$ cat config.mk
export PLATFORM = sky130hd
export DESIGN_NAME = c2c_master_adapter
export DESIGN_NICKNAME = d
export VERILOG_FILES = /design/src/rtl/c2c_pkg.sv /design/src/rtl/c2c_cc_scheduler.sv /design/src/rtl/c2c_master_adapter.sv
export SDC_FILE = /design/constraint.sdc
export NUM_CORES = 1
export LEC_CHECK = 0
export CAP_MARGIN = 20
export CORE_MARGIN = 2
export CORE_UTILIZATION = 33
export CTS_CLUSTER_DIAMETER = 60
export DETAILED_ROUTE_END_ITERATION = 7
export GPL_TIMING_DRIVEN = 0
export SYNTH_ARGS = -nofsm -noshare
export SYNTH_HDL_FRONTEND = slang
export SYNTH_SLANG_ARGS = --single-unit
$ cat constraint.sdc
create_clock -name i_c2c_phy_clk -period 6.3 [get_ports i_c2c_phy_clk]
set_clock_uncertainty 0.05 [all_clocks]
set_input_delay 1.575 -clock i_c2c_phy_clk [delete_from_list [all_inputs] [get_ports i_c2c_phy_clk]]
set_output_delay 1.575 -clock i_c2c_phy_clk [all_outputs]
set_load 0.02 [all_outputs]
$ cat src/rtl/c2c_pkg.sv
// c2c_pkg: symbols and types shared by the master and slave C2C PHY adapters.
//   CLKC_*  : clock-correction word and K flags
//   LRST_*  : link-reset command word and K flags
//   ZERO_*  : idle word and K flags
//   SPATD0/1/2 : TX words that may be replaced by a pending CC
//   c2c_mstate_t : master adapter link state
package c2c_pkg;

  localparam logic [31:0] CLKC_D = 32'h0000_50BC;
  localparam logic [3:0]  CLKC_K = 4'b0001;
  localparam logic [31:0] LRST_D = 32'hFCFC_FCFC;
  localparam logic [3:0]  LRST_K = 4'b1111;
  localparam logic [31:0] ZERO_D = 32'h0000_0000;
  localparam logic [3:0]  ZERO_K = 4'b0000;
  localparam logic [31:0] SPATD0 = 32'h0010_11BC;
  localparam logic [31:0] SPATD1 = 32'h0010_11FC;
  localparam logic [31:0] SPATD2 = 32'h0000_0000;

  typedef enum logic [1:0] {
    ST_RESET_TX   = 2'd0,
    ST_HOLDOFF    = 2'd1,
    ST_WAIT_ALIGN = 2'd2,
    ST_UP         = 2'd3
  } c2c_mstate_t;

  // A CC may displace the current TX beat when the master is idle or is
  // sending one of the filler patterns.
  function automatic logic cc_interruptible(input logic valid, input logic [31:0] data);
    return !valid || (data == SPATD0) || (data == SPATD1) || (data == SPATD2);
  endfunction

endpackage

$ cat src/rtl/c2c_cc_scheduler.sv
// c2c_cc_scheduler: free-running CC period counter plus pending flag.
//   i_clk, i_rst       : clock, synchronous active-high reset
//   i_inhibit          : suppress insertion (link-reset pattern on the wire)
//   i_tx_valid/i_tx_data : beat currently offered to the TX mux
//   o_insert_cc        : replace this beat with the CC word
module c2c_cc_scheduler
  import c2c_pkg::*;
#(
  parameter int CC_PERIOD = 5000
) (
  input  logic        i_clk,
  input  logic        i_rst,
  input  logic        i_inhibit,
  input  logic        i_tx_valid,
  input  logic [31:0] i_tx_data,
  output logic        o_insert_cc
);

  localparam int            CW     = $clog2(CC_PERIOD);
  localparam logic [CW-1:0] RELOAD = CW'(CC_PERIOD - 1);

  logic [CW-1:0] r_cc_cnt;
  logic          r_cc_pend;
  logic          w_expire;

  assign w_expire    = (r_cc_cnt == '0);
  assign o_insert_cc = r_cc_pend && !i_inhibit && cc_interruptible(i_tx_valid, i_tx_data);

  always_ff @(posedge i_clk) begin
    if (i_rst) begin
      r_cc_cnt  <= RELOAD;
      r_cc_pend <= 1'b0;
    end else begin
      r_cc_cnt  <= w_expire ? RELOAD : r_cc_cnt - 1'b1;
      // a new expiry re-arms even if the old request leaves this cycle
      r_cc_pend <= w_expire || (r_cc_pend && !o_insert_cc);
    end
  end

endmodule

$ cat src/rtl/c2c_master_adapter.sv
// c2c_master_adapter: master-side PHY adapter for the chip-to-chip link.
// Brings the link up (link-reset pattern, holdoff, alignment wait), inserts
// clock correction on TX and strips CC / link-reset words on RX.
//   i_c2c_phy_clk, i_rst            : clock, synchronous active-high reset
//   i_c2c_tx_tdata/tvalid           : TX beat from the C2C master
//   o_c2c_rx_data/valid             : RX beat to the C2C master
//   i_mgt_rx_data/k, i_rx_aligned   : MGT receive side
//   o_mgt_tx_data/k                 : MGT transmit side
//   i_link_reset_req                : software link reset (level or pulse)
//   o_link_up, o_lrst_count         : link status, saturating reset count
//
// state         | meaning
// ST_RESET_TX   | sending link-reset pattern for LRST_LEN cycles
// ST_HOLDOFF    | idle (zero or CC) for HOLDOFF_LEN cycles while the peer resets
// ST_WAIT_ALIGN | traffic flows; waiting ALIGN_STABLE aligned cycles or timeout
// ST_UP         | link up; any alignment loss or request re-issues link reset
module c2c_master_adapter
  import c2c_pkg::*;
#(
  parameter int CC_PERIOD     = 5000,
  parameter int LRST_LEN      = 16,
  parameter int HOLDOFF_LEN   = 1200,
  parameter int ALIGN_STABLE  = 256,
  parameter int ALIGN_TIMEOUT = 65535
) (
  input  logic        i_c2c_phy_clk,
  input  logic        i_rst,
  input  logic [31:0] i_c2c_tx_tdata,
  input  logic        i_c2c_tx_tvalid,
  output logic [31:0] o_c2c_rx_data,
  output logic        o_c2c_rx_valid,
  input  logic [31:0] i_mgt_rx_data,
  input  logic [3:0]  i_mgt_rx_k,
  input  logic        i_rx_aligned,
  output logic [31:0] o_mgt_tx_data,
  output logic [3:0]  o_mgt_tx_k,
  input  logic        i_link_reset_req,
  output logic        o_link_up,
  output logic [15:0] o_lrst_count
);

  localparam int            TW     = 17;
  localparam logic [TW-1:0] T_LRST = TW'(LRST_LEN - 1);
  localparam logic [TW-1:0] T_HOLD = TW'(HOLDOFF_LEN - 1);
  localparam logic [TW-1:0] T_TOUT = TW'(ALIGN_TIMEOUT - 1);
  localparam logic [15:0]   A_LAST = 16'(ALIGN_STABLE - 1);

  c2c_mstate_t   r_state, w_state_nxt;
  logic [TW-1:0] r_timer, w_timer_nxt;
  logic [15:0]   r_align_cnt;
  logic          w_align_hit;
  logic          w_insert_cc;
  logic          w_tx_valid_eff;
  logic [31:0]   w_tx_d, w_rx_d;
  logic [3:0]    w_tx_k;
  logic          w_rx_v, w_rx_special;

  assign w_align_hit = i_rx_aligned && (r_align_cnt == A_LAST);

  // HOLDOFF never forwards master data, so the beat on offer there is idle
  // and a pending CC can always go out.
  assign w_tx_valid_eff = i_c2c_tx_tvalid && (r_state != ST_HOLDOFF);

  c2c_cc_scheduler #(.CC_PERIOD(CC_PERIOD)) u_cc (
    .i_clk       (i_c2c_phy_clk),
    .i_rst       (i_rst),
    .i_inhibit   (r_state == ST_RESET_TX),
    .i_tx_valid  (w_tx_valid_eff),
    .i_tx_data   (i_c2c_tx_tdata),
    .o_insert_cc (w_insert_cc)
  );

  always_comb begin
    w_state_nxt = r_state;
    w_timer_nxt = r_timer - 1'b1;
    case (r_state)
      ST_RESET_TX: begin
        if (r_timer == '0) begin
          w_state_nxt = ST_HOLDOFF;
          w_timer_nxt = T_HOLD;
        end
      end
      ST_HOLDOFF: begin
        if (i_link_reset_req) begin
          w_state_nxt = ST_RESET_TX;
          w_timer_nxt = T_LRST;
        end else if (r_timer == '0) begin
          w_state_nxt = ST_WAIT_ALIGN;
          w_timer_nxt = T_TOUT;
        end
      end
      ST_WAIT_ALIGN: begin
        if (i_link_reset_req) begin
          w_state_nxt = ST_RESET_TX;
          w_timer_nxt = T_LRST;
        end else if (w_align_hit) begin
          w_state_nxt = ST_UP;
        end else if (r_timer == '0) begin
          w_state_nxt = ST_RESET_TX;
          w_timer_nxt = T_LRST;
        end
      end
      ST_UP: begin
        w_timer_nxt = r_timer;
        if (i_link_reset_req || !i_rx_aligned) begin
          w_state_nxt = ST_RESET_TX;
          w_timer_nxt = T_LRST;
        end
      end
      default: begin
        w_state_nxt = ST_RESET_TX;
        w_timer_nxt = T_LRST;
      end
    endcase
  end

  always_comb begin
    w_tx_d = ZERO_D;
    w_tx_k = ZERO_K;
    if (r_state == ST_RESET_TX) begin
      w_tx_d = LRST_D;
      w_tx_k = LRST_K;
    end else if (w_insert_cc) begin
      w_tx_d = CLKC_D;
      w_tx_k = CLKC_K;
    end else if (w_tx_valid_eff) begin
      w_tx_d = i_c2c_tx_tdata;
    end
  end

  always_comb begin
    w_rx_special = ((i_mgt_rx_data == CLKC_D) && (i_mgt_rx_k == CLKC_K)) ||
                   ((i_mgt_rx_data == LRST_D) && (i_mgt_rx_k == LRST_K));
    w_rx_d = w_rx_special ? ZERO_D : i_mgt_rx_data;
    w_rx_v = !w_rx_special && i_rx_aligned &&
             ((r_state == ST_WAIT_ALIGN) || (r_state == ST_UP));
  end

  always_ff @(posedge i_c2c_phy_clk) begin
    if (i_rst) begin
      r_state        <= ST_RESET_TX;
      r_timer        <= T_LRST;
      r_align_cnt    <= '0;
      o_lrst_count   <= '0;
      o_link_up      <= 1'b0;
      o_mgt_tx_data  <= '0;
      o_mgt_tx_k     <= '0;
      o_c2c_rx_data  <= '0;
      o_c2c_rx_valid <= 1'b0;
    end else begin
      r_state     <= w_state_nxt;
      r_timer     <= w_timer_nxt;
      r_align_cnt <= ((r_state == ST_WAIT_ALIGN) && i_rx_aligned) ? r_align_cnt + 16'd1 : 16'd0;
      // timer is always loaded with T_LRST on entry, so this marks the first cycle
      if ((r_state == ST_RESET_TX) && (r_timer == T_LRST) && (o_lrst_count != 16'hFFFF))
        o_lrst_count <= o_lrst_count + 16'd1;
      o_link_up      <= (w_state_nxt == ST_UP);
      o_mgt_tx_data  <= w_tx_d;
      o_mgt_tx_k     <= w_tx_k;
      o_c2c_rx_data  <= w_rx_d;
      o_c2c_rx_valid <= w_rx_v;
    end
  end

endmodule

Fig. 1: run 1, signal wires on met1
Scale bar: 50 µm. Supply wires on this layer in grey.
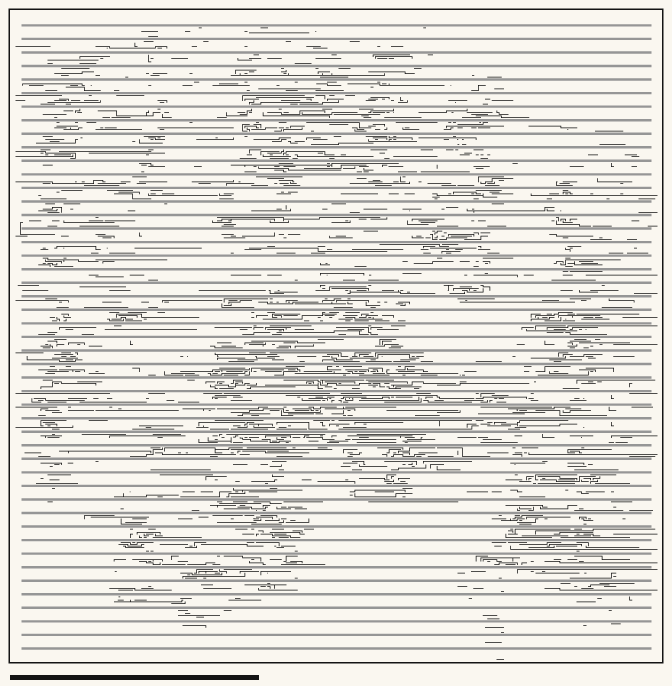
The layer holds 42% of the routed length. The layer carries 6000 µm of wire.
Via Count: 4975
WL final: 14340 µm
met1 usage: 19.73%

Fig. 2: run 1, the metal 2 layer
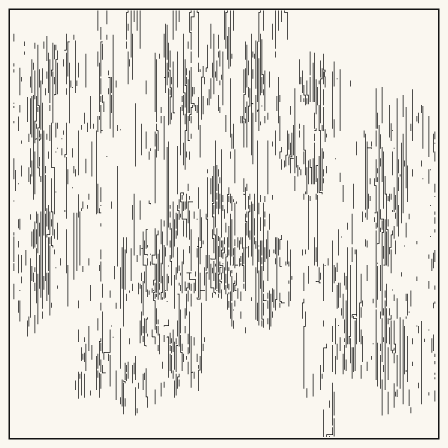
752 nets have wire on it. The wires run mostly vertical. The layer holds 47% of the routed length. The layer carries 6710 µm of wire.
met2 GRT Util: 29.14%

Fig. 3: run 1, signal wires on met3
Scale bar: 50 µm. Cells faint in the background.
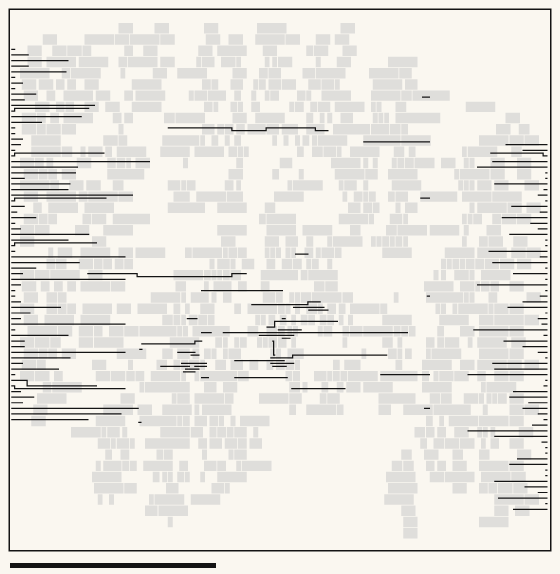
154 nets have wire on it. The wires run mostly horizontal. The layer holds 10% of the routed length. The layer carries 1460 µm of wire.

==> changes_impl.md, run 1 <==
### Changed

- CTS tree: yes
- Hold_buf cts: 0
- Antenna Cells: 0
- DRC Markers: 0
- CP top delay family: simple AND/OR/NAND/NOR gates
- # clk buffers: 18
- Hold_sp: u_cc.r_cc_cnt[0]$_SDFF_PP1_
- Synth area leader: dfxtp_1
- Post-synthesis xor/xnor area fraction: between 5 and 6%
- Rel. slew slack: 54.35%
- Worst EP arrival: 4.05 ns
- Crit path launch: i_mgt_rx_data[30]
- Number of core rows: between 40 and 50
- MI comb cells: about 440
- Leak: 2.897 nW
- Sink Count: 133
- Hold_ws: 0.3621 ns
- Fin nets: about 860
- Fin util: 49.18%
- Cell Chain, Critical Path: clkdlybuf4s50_1 -> or4_1 -> nor4_1 -> nand3_1 -> o31ai_1 -> a31oi_1 -> clkbuf_1 -> clkbuf_1 -> and2_1
- Hold Path Depth: 1
- Worst skew pair latency: 0.43 ns
- Count leader, synth: dfxtp_1
- Die Ht: 130.9 µm
- Most Used Layer, Global Route: met2
- Die Size: 17140 µm²
- Mapped Cells: 600
- Total tool warning count: 27
- Flops: 133
- Yosys warnings: 0
- RSZ-0062 raised after global routing: no
- Met3 GRT Util: 6.963%
- CP Class: in -> reg
- Met3 wire len: 1461 µm
- Antenna-violating nets left: 0
- DP Area: 7168 µm²
- Worst-case reg-to-reg path depth: 8
- Endpoint class of the critical path: flip-flop
- Post-DP HPWL: between 10000 and 15000 µm
- Filler cells: 1517
- I/O pins: 159
- AO/OA Area Share: 9.367%
- Buffer and inverter count on the worst path: 3
- Yosys cell types: 55
- Total stage count of the critical path: 9
- Well Taps: 216
- CTS clk-pin slew, worst paths: 0.06 ns
- Clock network power share: 48.4%
- Fp util: 33.59%
- Mapped Area: 5316 µm²
- Post-CTS Setup Inserts: 0
- DIE WIDTH: ~130 µm
- Final min period: 3.787 ns
- Tcrit/Tclk final: 60.11%
- Synthesized registers: 133
- Top Layout Cells: clkdlybuf4s50_1 (158), dfxtp_1 (133), nand2_1 (75)
- Area delta synth->final: 46.41%
- Status: finished, final reports clean
- Max layer used: met4
- Adder share: 1.177%
- Clk tree area frac: 7.909%
- Commonest Layout Cell: clkdlybuf4s50_1
- Share of cells above drive strength 1: 6.329%
- Seq area share: 34.21%
- Mux share: less than 1%
- CTS buffer count: 17
- Post-synth ARST share: 0%
- Top comb family, area: simple AND/OR/NAND/NOR gates
- Psw: ~0.0005 W
- Reg-to-reg endpoint: r_timer[13]$_SDFFE_PP0P_
- Yosys Chip Area: approximately 5300 µm²
- Cell Pwr Density: ~270 nW/µm²
- Crit path launch type: input pin
- Sequential power share: 41.9%
- Combinational share of cell area: between 30% and 40%
- Switch share: 23.47%
- Seq. pwr: a little under 0.0009 W
- Sequential fraction of the synthesis area: approximately 50%
- Top cells by count: dfxtp_1 (133), nand2_1 (75), nor2_1 (69)
- DRT iter0 DRCs: 262
- Tot Pwr: 0.002109 W
- Worst path slowest cell: or4_1
- Synthesized Nets: 678
- Worst min path class: reg -> reg
- Cells in synth_stat.txt: 600
- Initial antenna violation count: 0
- # port buffers: 158
- Number of global-route vias before repair: 4876
- CTS resizes: 0
- Clk buf depth: 2
- Max-slew violations: 0
- Root Driver: clkbuf_16
- Top cells, area: dfxtp_1 (50%), nand2_1 (5.3%), nor2_1 (4.9%)
- Simple-gate area share of the yosys netlist: 30.83%
- Avg Cell Area, Syn: 8.861 µm²
- FMAX: between 200 and 300 MHz
Fig. 4: run 1, clock nets
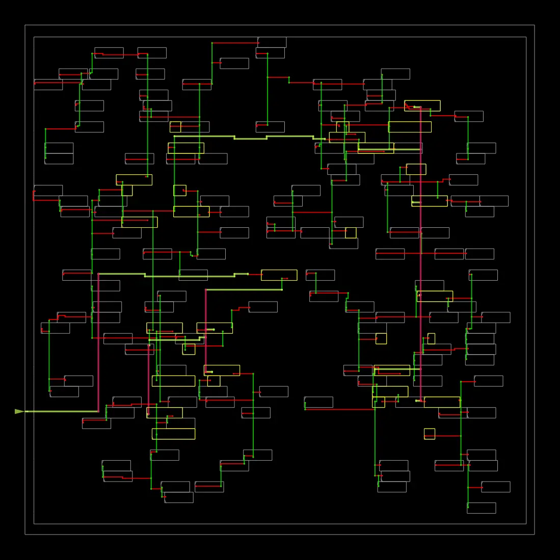

--- run 2 (diff from run 1) ---
- clock period: 6.3 -> 3.1 ns (I/O delays scaled with it)
Fig. 5: run 2, clock nets
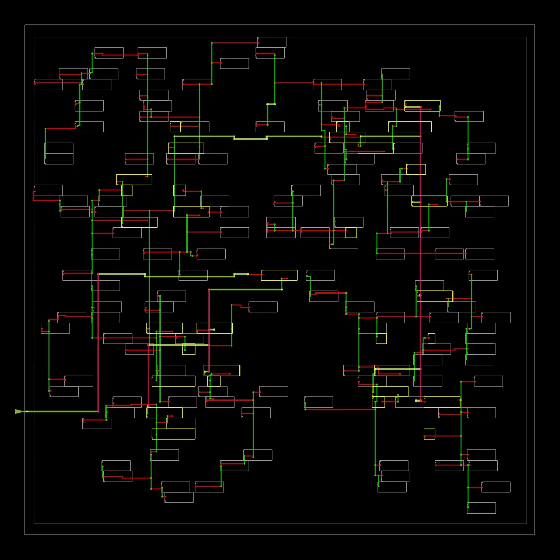
Flops: 133
CTS buffer count: 17

==> run 2 against run 1 <==
Synthesized cell count unchanged. Synthesized area did not move. Critical path depth stayed put. Worst setup slack worse by 2.4 ns. Combinational power rose by 100%. Register-to-register slack lost 3.1 ns. Clock power up 100%. Critical path type unchanged. Critical endpoint unchanged.
==> changes_impl.md, run 2 <==
### Changed

- Status: finished, final reports clean
- Clock network power share: 48.3%
- Met2 GRT Util: 29.14%
- Crit path launch: i_mgt_rx_data[30]
- Post-synthesis xor/xnor area fraction: 5.437%
- Antenna-violating nets left: 0
- Cell Pwr Density: 549.7 nW/µm²
- CTS tree: yes
- Sequential power share: a little over two fifths
- Mux share: 0.6119%
- DP Area: 7168 µm²
- Total stage count of the critical path: 9
- Slew @ Worst Pin: 0.6585 ns
- Top comb family, area: simple AND/OR/NAND/NOR gates
- DRT iter0 DRCs: ~260
- Die Size: 17140 µm²
- Congestion Overflow GR: 0
- Vias per cell: around 5
- Switch share: 23.42%
- Avg Cell Area, Syn: 8.861 µm²
- Met1 WL: about 6000 µm
- Number of core rows: 46
- Crit path launch type: input pin
- CP max stage delay: 0.53 ns
- Yosys Chip Area: 5316 µm²
- Worst path slowest cell: or4_1
- Antenna Cells: 0
- Clk buf depth: 2
- Filler cells: ~1500
- Post-synth ARST share: 0%
- Post-DP HPWL: between 10000 and 15000 µm
- I/O pins: between 150 and 200
- Share of cells above drive strength 1: 6.582%
- Tot Pwr: 0.004283 W
- Reg-to-reg endpoint: o_lrst_count[13]$_SDFFE_PP0P_
- CP Capture Point: o_c2c_rx_data[19]$_SDFF_PP0_
- Cells in synth_stat.txt: 600
- Hold Path Depth: 1
- Top Layout Cells: clkdlybuf4s50_1 (158), dfxtp_1 (133), nand2_1 (75)
- Top cells, area: dfxtp_1 (50%), nand2_1 (5.3%), nor2_1 (4.9%)
- Synthesized registers: between 100 and 150
- Maximum VDD drop: 0.3639 mV
- Number of global-route vias before repair: around 5000
- H-tree depth: 4
- Area delta synth->final: 46.55%
- FMAX: 335.7 MHz
- RSZ-0062 raised after global routing: no
- Hold_buf cts: 0
- Fp util: 33.59%
- Hold_sp: u_cc.r_cc_cnt[0]$_SDFF_PP1_
- Synth area leader: dfxtp_1
- Max-slew violations: 0
- Adder share: 1.177%
- Buffer and inverter count on the worst path: 3
- Root Driver: clkbuf_16
- Crit-path max FO: 10
- RR Startpoint: r_timer[11]$_SDFFE_PP0P_
- Psw: 0.001003 W
- EDFF count, synth: 0
- AO/OA Area Share: 9.367%
- Area share, top type: 50.08%
- CTS resizes: 0
- Register area: 2663 µm²
- Worst skew pair latency: 0.42 ns
- Simple-gate area share of the yosys netlist: 30.83%
- Endpoint class of the critical path: flip-flop
- Top cells by count: dfxtp_1 (133), nand2_1 (75), nor2_1 (69)
- Comb pwr: 0.000419 W
- Fin util: 49.23%
- Post-CTS Setup Inserts: 0
- Mapped Area: 5316 µm²
- Worst EP arrival: about 3.2 ns
- CP Class: in -> reg
- Synthesized Nets: 678
- Largest net degree at the start of global routing: 17
- Commonest Layout Cell: clkdlybuf4s50_1
- Via Count: 4974
- Sequential fraction of the synthesis area: 50.08%
- Met2 Wirelength: 6735 µm
- Seq area share: 34.17%
- Logic gate share of total power: under 10%
- Top pwr grp: the clock network
- Top FF cell, synth: dfxtp_1
- MI comb area: 2527 µm²
- Bufs w/o clock: 179
- Worst min path class: reg -> reg
- Total tool warning count: 27
- Hold_ws: 0.3639 ns
- Well Taps: 216
- Met1 usage: 19.73%
- CTS clk-pin slew, worst paths: around 0.060 ns
- Seq. pwr: 0.00180 W
- Count of final hold-check violations: 0
- Yosys warnings: 0
- Rel. slew slack: 55.86%
- Tcrit/Tclk final: 96.08%
- First-pass GRT wire length: 23220 µm
- Combinational share of cell area: 32.44%
- Dominant class by area: registers
- CP top delay family: simple AND/OR/NAND/NOR gates
- Mapped Cells: 600
- # clk buffers: 18
- DIE WIDTH: 130.9 µm
- # port buffers: 158
- MI comb cells: 436
- Final min period: 2.979 ns
- WL final: 14340 µm
- Hold Path End: u_cc.r_cc_cnt[0]$_SDFF_PP1_
- Die Ht: 130.9 µm
- Sink Count: 133
- Met3 wire len: 1475 µm
- DRC Markers: 0
- Clk. pwr: 0.00207 W
- Gpl congestion: 0.9131
- Yosys cell types: 55
- Count leader, synth: dfxtp_1
- Initial antenna violation count: 0
- Met3 GRT Util: 6.963%
- Most Used Layer, Global Route: met2
- Worst-case reg-to-reg path depth: 7
- Final setup viols: 0
- Cell Chain, Critical Path: clkdlybuf4s50_1 -> or4_1 -> nor4_1 -> nand3_1 -> o31ai_1 -> a31oi_1 -> clkbuf_1 -> clkbuf_1 -> and2_1
- Layout Cells excl Fill: 1006
- Invs w/o clock: 10
- Clk tree area frac: 7.901%
- Max layer used: met4
- Leak: 2.901 nW
- Dpl cells: 974
- Fin nets: around 860
- Critical path required time: approximately 3.4 ns
Fig. 6: run 2, signal wires on met3
Scale bar: 50 µm. Cells faint in the background.
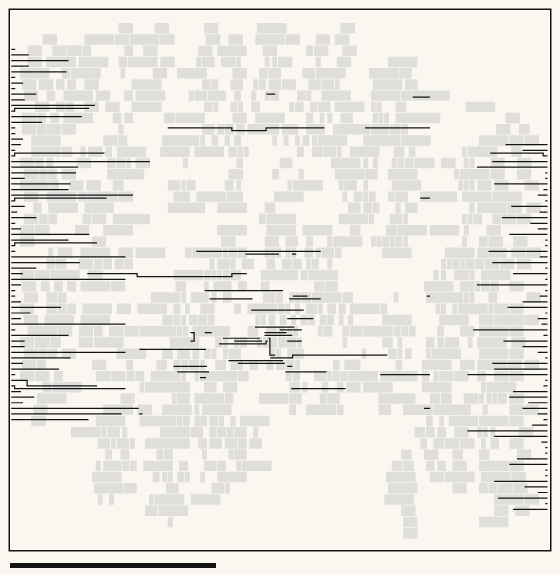

--- run 3 (diff from run 2) ---
- CELL_PAD_IN_SITES_DETAIL_PLACEMENT: unset -> 0
- CELL_PAD_IN_SITES_GLOBAL_PLACEMENT: unset -> 1
- CORE_UTILIZATION: 33 -> 31
- PLACE_DENSITY_LB_ADDON: unset -> 0.1
Fig. 7: run 3, signal wires on met3
Scale bar: 50 µm. Cells faint in the background.
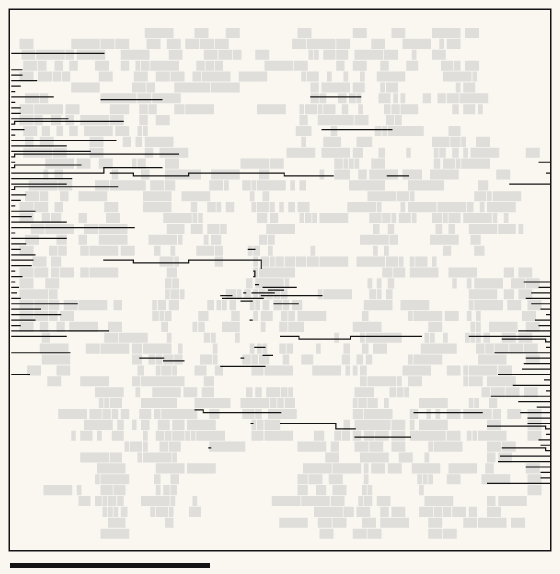
The longest straight run is 40.9 µm. 112 nets have wire on it. The wires run mostly horizontal. The layer holds 7.9% of the routed length. The layer carries 1130 µm of wire.

==> run 3 against run 2 <==
Final cell count is 0.40% higher. Synthesized area did not move. Critical path depth unchanged. Critical endpoint is now o_c2c_rx_data[13]$_SDFF_PP0_.
==> changes_impl.md, run 3 <==
### Changed

- MI comb area: 2527 µm²
- Met1 WL: ~6400 µm
- Synth area leader: dfxtp_1
- CTS clk-pin slew, worst paths: around 0.060 ns
- Area share, top type: 50.08%
- CP top delay family: simple AND/OR/NAND/NOR gates
- CP Class: in -> reg
- Crit path launch: i_mgt_rx_data[30]
- Clk buf depth: 2
- Simple-gate area share of the yosys netlist: 30.83%
- Met2 GRT Util: 25.80%
- Top Layout Cells: clkdlybuf4s50_1 (158), dfxtp_1 (133), nand2_1 (75)
- Met3 GRT Util: 6.607%
- Dpl cells: just under 1000
- Worst-case reg-to-reg path depth: 7
- Mapped Area: approximately 5300 µm²
- # clk buffers: 21
- FMAX: roughly 340 MHz
- RSZ-0062 raised after global routing: no
- Mapped Cells: 600
- Top cells, area: dfxtp_1 (50%), nand2_1 (5.3%), nor2_1 (4.9%)
- Yosys cell types: 55
- Max layer used: met4
- Gpl congestion: 0.8303
- Logic gate share of total power: around 10%
- Post-synth ARST share: 0%
- Reg-to-reg endpoint: o_lrst_count[13]$_SDFFE_PP0P_
- EDFF count, synth: 0
- Synthesized registers: 133
- Critical path required time: 3.36 ns
- Switch share: 23.77%
- Sequential power share: a little over two fifths
- Worst EP arrival: about 3.2 ns
- Die Size: 18210 µm²
- Dominant class by area: registers
- CTS tree: yes
- Crit path launch type: input pin
- Yosys warnings: 0
- Rel. slew slack: 54.49%
- Hold_buf cts: 0
- Worst min path class: reg -> reg
- Seq area share: 34.34%
- Combinational share of cell area: 32.60%
- Met3 wire len: roughly 1100 µm
- DP Area: 7173 µm²
- Congestion Overflow GR: 0
- Post-synthesis xor/xnor area fraction: about 5.4%
- Top cells by count: dfxtp_1 (133), nand2_1 (75), nor2_1 (69)
- Endpoint class of the critical path: flip-flop
- Hold_sp: u_cc.r_cc_cnt[0]$_SDFF_PP1_
- Met2 Wirelength: 6636 µm
- Comb pwr: 0.000417 W
- Hold Path Depth: 1
- Bufs w/o clock: around 180
- Worst skew pair latency: 0.42 ns
- Fp util: between 30% and 40%
- Well Taps: 220
- I/O pins: 159
- Number of core rows: roughly 47
- Flops: 133
- Top comb family, area: simple AND/OR/NAND/NOR gates
- Status: finished, final reports clean
- Clock network power share: 46.6%
- Avg Cell Area, Syn: between 8 and 9 µm²
- Clk. pwr: 0.00193 W
- Met1 usage: 20.12%
- # port buffers: 158
- Most Used Layer, Global Route: met2
- Slew @ Worst Pin: 0.6755 ns
- Clk tree area frac: 7.376%
- Invs w/o clock: 10
- Maximum VDD drop: about 0.38 mV
No activity file was given, so power comes from the tool's default toggle rates.
